<file path="config.mk">
export PLATFORM = sky130hd
export DESIGN_NAME = tick_div_bank
export DESIGN_NICKNAME = d
export VERILOG_FILES = /design/src/rtl/tick_div_bank.sv
export SDC_FILE = /design/constraint.sdc
export NUM_CORES = 1
export LEC_CHECK = 0
export CORE_UTILIZATION = 50
export DETAILED_ROUTE_END_ITERATION = 16
export HOLD_SLACK_MARGIN = 0.05
export PLACE_DENSITY = 0.7
export SYNTH_ARGS = -nofsm -noshare
export SYNTH_HDL_FRONTEND = slang
export SYNTH_SLANG_ARGS = --single-unit
</file>
<file path="constraint.sdc">
create_clock -name clk_100m -period 7.85 [get_ports clk_100m]
set_clock_uncertainty 0.1 [all_clocks]
set_input_delay 1.1775 -clock clk_100m [delete_from_list [all_inputs] [get_ports clk_100m]]
set_output_delay 1.1775 -clock clk_100m [all_outputs]
set_load 0.02 [all_outputs]
</file>
<file path="src/rtl/tick_div_bank.sv">
// -----------------------------------------------------------------------------
// tick_div_bank
//
// A bank of CH programmable dividers that share one clock. Each channel emits a
// one-cycle clock-enable pulse (tick) every N cycles of clk_100m, where N is
// the channel's active divisor. It can also drive a square wave (sq).
// Downstream logic stays in the clk_100m domain and uses tick as an enable.
// tick is not a derived clock.
//
// Divisors can be reloaded at run time. A load only writes a pending
// register. The pending value is copied into the active divisor at a period
// boundary (wrap), on sync_clr, or on any cycle while the channel is disabled.
// A period that is already running therefore always finishes with its old N.
//
// Optional feature (compile-time macro TICK_DIV_SQ_EN):
//   defined   - sq flops present. sq rises with tick and falls floor(N/2)
//               enabled edges later.
//   undefined - no sq flops. The sq port is tied to 0. tick is unchanged.
//
// Parameters:
//   CH       number of channels
//   CW       divisor / counter width, N <= 2^CW-1
//   DIV_RST  packed CH x CW reset divisors, channel 0 in the LSBs
//
// Ports:
//   clk_100m  in   1   system clock. All state updates on the rising edge.
//   cr        in   1   asynchronous active-high clear. Restores DIV_RST.
//   en        in   1   global count enable
//   sync_clr  in   1   synchronous phase realign of every channel
//   ld        in   1   divisor load strobe
//   ld_sel    in   CH  channels written by ld
//   div_in    in   CW  divisor value written by ld
//   tick      out  CH  registered one-cycle pulse per channel
//   sq        out  CH  registered square wave per channel
//
// Every output is taken straight from a flop. No input has a combinational
// path to an output.
// -----------------------------------------------------------------------------
module tick_div_bank #(
   parameter int unsigned        CH      = 3,
   parameter int unsigned        CW      = 27,
   parameter logic [CH*CW-1:0]   DIV_RST = {27'd100000000, 27'd200000, 27'd100000}
) (
   input  logic          clk_100m,
   input  logic          cr,
   input  logic          en,
   input  logic          sync_clr,
   input  logic          ld,
   input  logic [CH-1:0] ld_sel,
   input  logic [CW-1:0] div_in,
   output logic [CH-1:0] tick,
   output logic [CH-1:0] sq
);

   localparam logic [CW-1:0] ONE = {{(CW-1){1'b0}}, 1'b1};

   for (genvar i = 0; i < CH; i++) begin : g_ch

      localparam logic [CW-1:0] RST_DIV = DIV_RST[i*CW +: CW];

      logic [CW-1:0] div_act_q,  div_act_d;
      logic [CW-1:0] div_pend_q, div_pend_d;
      logic [CW-1:0] cnt_q,      cnt_d;
      logic          tick_q,     tick_d;

      logic          disabled;
      logic          realign;
      logic          wrap;

      // A zero divisor parks the channel. It keeps copying the pending divisor
      // so that a nonzero load starts it on the next cycle from cnt = 0.
      assign disabled = (div_act_q == '0);

      // sync_clr and the disabled state do the same thing: clear the phase and
      // adopt the pending divisor. sync_clr has priority over en and wrap.
      assign realign  = sync_clr || disabled;

      // Period boundary. cnt never exceeds div_act-1 because div_act only
      // changes while cnt is 0, so equality is enough here.
      assign wrap     = en && !disabled && (cnt_q == div_act_q - ONE);

      // Pending divisor. Written by ld even during sync_clr. The value written
      // in this cycle is never the one applied by this cycle's wrap or realign,
      // because both of those read div_pend_q.
      always_comb begin
         div_pend_d = div_pend_q;
         if (ld && ld_sel[i]) begin
            div_pend_d = div_in;
         end
      end

      always_comb begin
         div_act_d = div_act_q;
         cnt_d     = cnt_q;
         tick_d    = 1'b0;
         if (realign) begin
            div_act_d = div_pend_q;
            cnt_d     = '0;
         end else if (wrap) begin
            div_act_d = div_pend_q;
            cnt_d     = '0;
            tick_d    = 1'b1;
         end else if (en) begin
            cnt_d     = cnt_q + ONE;
         end
      end

      always_ff @(posedge clk_100m or posedge cr) begin
         if (cr) begin
            div_act_q  <= RST_DIV;
            div_pend_q <= RST_DIV;
            cnt_q      <= '0;
            tick_q     <= 1'b0;
         end else begin
            div_act_q  <= div_act_d;
            div_pend_q <= div_pend_d;
            cnt_q      <= cnt_d;
            tick_q     <= tick_d;
         end
      end

      assign tick[i] = tick_q;

`ifdef TICK_DIV_SQ_EN
      logic          sq_q, sq_d;
      logic [CW-1:0] half_act;

      assign half_act = div_act_q >> 1;

      // sq rises at the wrap that starts a new period. The new period uses the
      // divisor being loaded, so sq only rises when that divisor is >= 2.
      // With N = 1 the high phase would be zero cycles, so sq stays low.
      // sq falls on the enabled edge that moves cnt to floor(N/2). While en is
      // low, cnt does not move, so sq holds its level.
      always_comb begin
         sq_d = sq_q;
         if (realign) begin
            sq_d = 1'b0;
         end else if (wrap) begin
            sq_d = (div_pend_q > ONE);
         end else if (en && (cnt_q + ONE == half_act)) begin
            sq_d = 1'b0;
         end
      end

      always_ff @(posedge clk_100m or posedge cr) begin
         if (cr) begin
            sq_q <= 1'b0;
         end else begin
            sq_q <= sq_d;
         end
      end

      assign sq[i] = sq_q;
`else
      assign sq[i] = 1'b0;
`endif

   end : g_ch

endmodule : tick_div_bank

</file>
==> run summary <==
flow finished, numbers: Fill cells 2221, Setup-failing EPs final 0, status finished clean, R2R Path Start g_ch[1].div_act_q[5], Top power group sequential cells, ys cells 1267, Post-CTS Setup Repair Bufs 0, # diodes 0, Post-Route WL 31.31 mm, vias in the first global route 9526, CTS tree done, met1 global-route usage 0.3288, Synth flops 246, Post-synth top flop dfrtp_1, simple share 0.1824, Lkg Pwr 0.005943 uW, worst skew pair latency 530 ps, Via density 5.854, min-delay worst type flip-flop to flip-flop, Post-Place Setup Slack 2799 ps, adder share 0.008379, switch share 0.2832, CP Buf/Inv Count 4, Mapped Avg Cell Area 10.61 um^2, Tool Warnings 31, worst vdd ir 0.2089 mV, cycle use final 0.5791, Power Sequential 1640 uW, most used routing layer met2, Mux area share 0.1456, FMAX 220.0 MHz, final hold violations 0, DR pass1 iterations 5, IO Pins 41, RR Endpoint g_ch[1].div_act_q[15], share of cells above drive strength 1 0.2101, P_sw 1007 uW, combinational power 582 uW, CTS buffer count 27, R2R cell count 9, GRT overflow 0, Relative slew margins 0.3458, CP max-delay cell o21ai_4, synthesis warning total 0, Root Driver clkbuf_16, routing usage on met2 0.3816, GRT Total Usage 0.2347, drt wl/cell 19.10 um, clock sinks 246, hpwl dp 22.30 mm, fin. max-slew vios 0, critical path fanouts, max 30, Clk pwr share 0.376, yosys stat area 13440 um^2, comb area leader simple AND/OR/NAND/NOR gates, worst-path cell chain clkdlybuf4s50_1 -> buf_4 -> inv_1 -> nor3_1 -> nand3_1 -> or4_1 -> nor4_1 -> nand4_1 -> o21ai_4 -> buf_4 -> mux2_2, Comb pwr share 0.164, largest net degree at the start of global routing 160, H-tree depth 1, most numerous logic cells after layout 198 x dfrtp_1, 143 x nor2_1, 142 x mux2_2, Design Power 3555 uW, antenna-violating nets left 0, area fraction in compound gates 0.05521, die footprint 27540 um^2, Reg power frac 0.460, Detailed Route Iter0 Violations 642, FFs w/ async S/R, synth 1.000, Max-Cap Viols 0, clock slew at reported path FFs 60 ps, Commonest Layout Cell dfrtp_1, Synth Instances 1267, Layout Area Growth over Synthesis 11.54%
## sequential cells by signal (all words and copies together), names as in the netlist
signal           cells
g_ch.cnt_q          81
g_ch.tick_q          3
g_ch.div_pend_q     81
g_ch.div_act_q      81
## worst max path at each step
stage | from | endpoint
finish | en | g_ch[1].div_act_q[15]
global route | en | g_ch[1].div_act_q[15]
CTS | en | g_ch[1].div_act_q[15]
detailed placement | en | g_ch[1].div_act_q[15]
global placement | en | g_ch[1].div_act_q[15]
floorplan | cr | g_ch[0].cnt_q[0]
## metrics by stage
step	utilization	hold WS, ps	cells
6_report	0.5720	382.4	1639
3_5_place_dp	0.5359	374.1	1590
3_3_place_gp	0.5359	367.3	1590
5_1_grt	0.5720	411.3	1639
2_1_floorplan	-	358.5	1269
4_1_cts	0.5720	386.2	1639
## cells in the mapped netlist (all sizes together), types with 25 or more instances
| cell | count | area (um^2) |
|---|---|---|
| nand3 | 36 | 180.2 |
| mux2 | 164 | 1847 |
| xor2 | 93 | 814.5 |
| nand4 | 35 | 219.0 |
| dfrtp | 198 | 4955 |
| buf | 25 | 176.4 |
| nor3 | 37 | 195.2 |
| dfstp | 48 | 1261 |
| and3 | 26 | 162.7 |
| nor4 | 34 | 231.5 |
| nor2 | 143 | 536.8 |
| nand2 | 77 | 289.0 |
| xnor2 | 85 | 744.5 |
| clkbuf | 38 | 142.6 |
## metal layers
metal	part of all wire	vias to the layer above
met2	0.46	212
met5	0	-
met3	0.047	51
li1	-	4537
met4	0.027	0
met1	0.46	4794
## layout make-up
cell class	count	share of cell area
multi-input cells	939	0.4572
clock buffers	35	0.05041
clock inverters	14	0.01269
inverters	21	0.005509
repair buffers	49	0.03155
well taps	335	0.02796
flip-flops and latches	246	0.4147
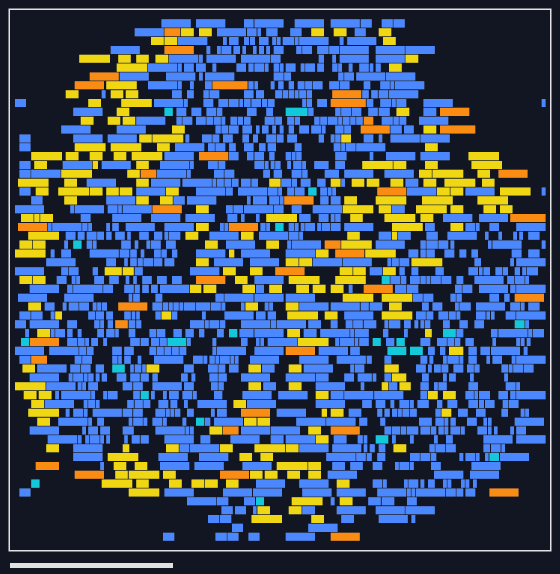
**Above:** sizing map.
The bar under the picture is 50 um long.
- yellow: _2 cells (cells 213; most used mux2_2)
- blue: _0 and _1 cells (cells 1030; most used dfrtp_1)
- cyan: _3 and _4 cells (cells 22; most used buf_4)
- orange: _6 and larger (cells 39; most used clkbuf_16)

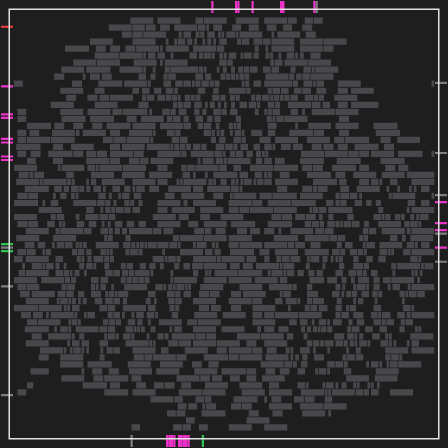
**Above:** pin placement.
Pins as bars across the die edge, other pins in gray.
- red: `clk_100m` (pins 1; direction input; edge left)
- green: `ld_sel` (pins 3; direction input; edge 2 left, 1 bottom)
- magenta: `div_in` (pins 27; direction input; edge 9 bottom, 7 left, 7 top, 4 right)
- all pins by edge: 13 left, 11 bottom, 9 right, 8 top
I/O Buffers: 37
Die Span Y: 165.9 um
DIE WIDTH: 165.9 um

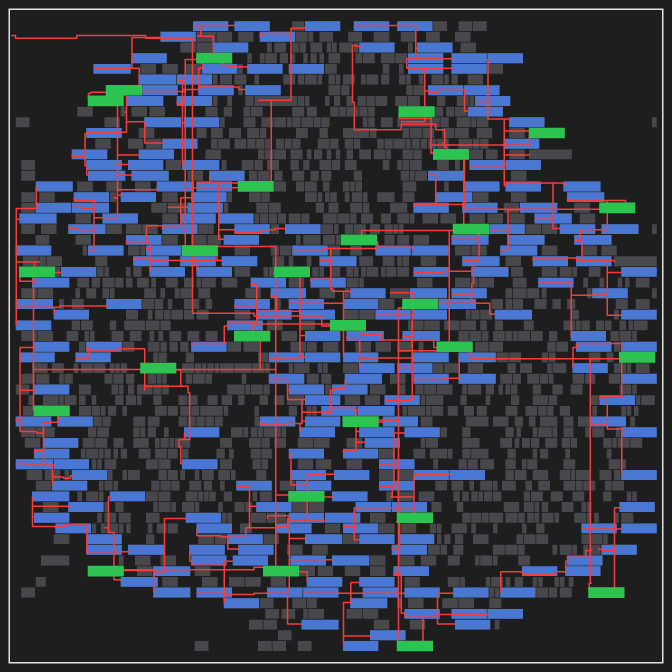
**Above:** routed clock nets over the placement.
- green: clock drivers (count 27)
- red: clock wires (length 3180 um)
- blue: flip-flops (count 246)
- routed clock nets: 28
- flops lie: widely spread

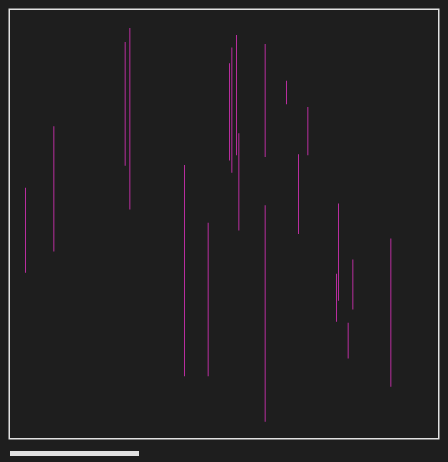
**Above:** M4 wires.
The bar under the picture is 50 um long.
- main direction: vertical
- longest straight run: 83.6 um
- nets with wire on the layer: 14
- share of all routed wire: 2.7%
- wire length on this layer: 839 um

Power and IR drop assume default switching activity.
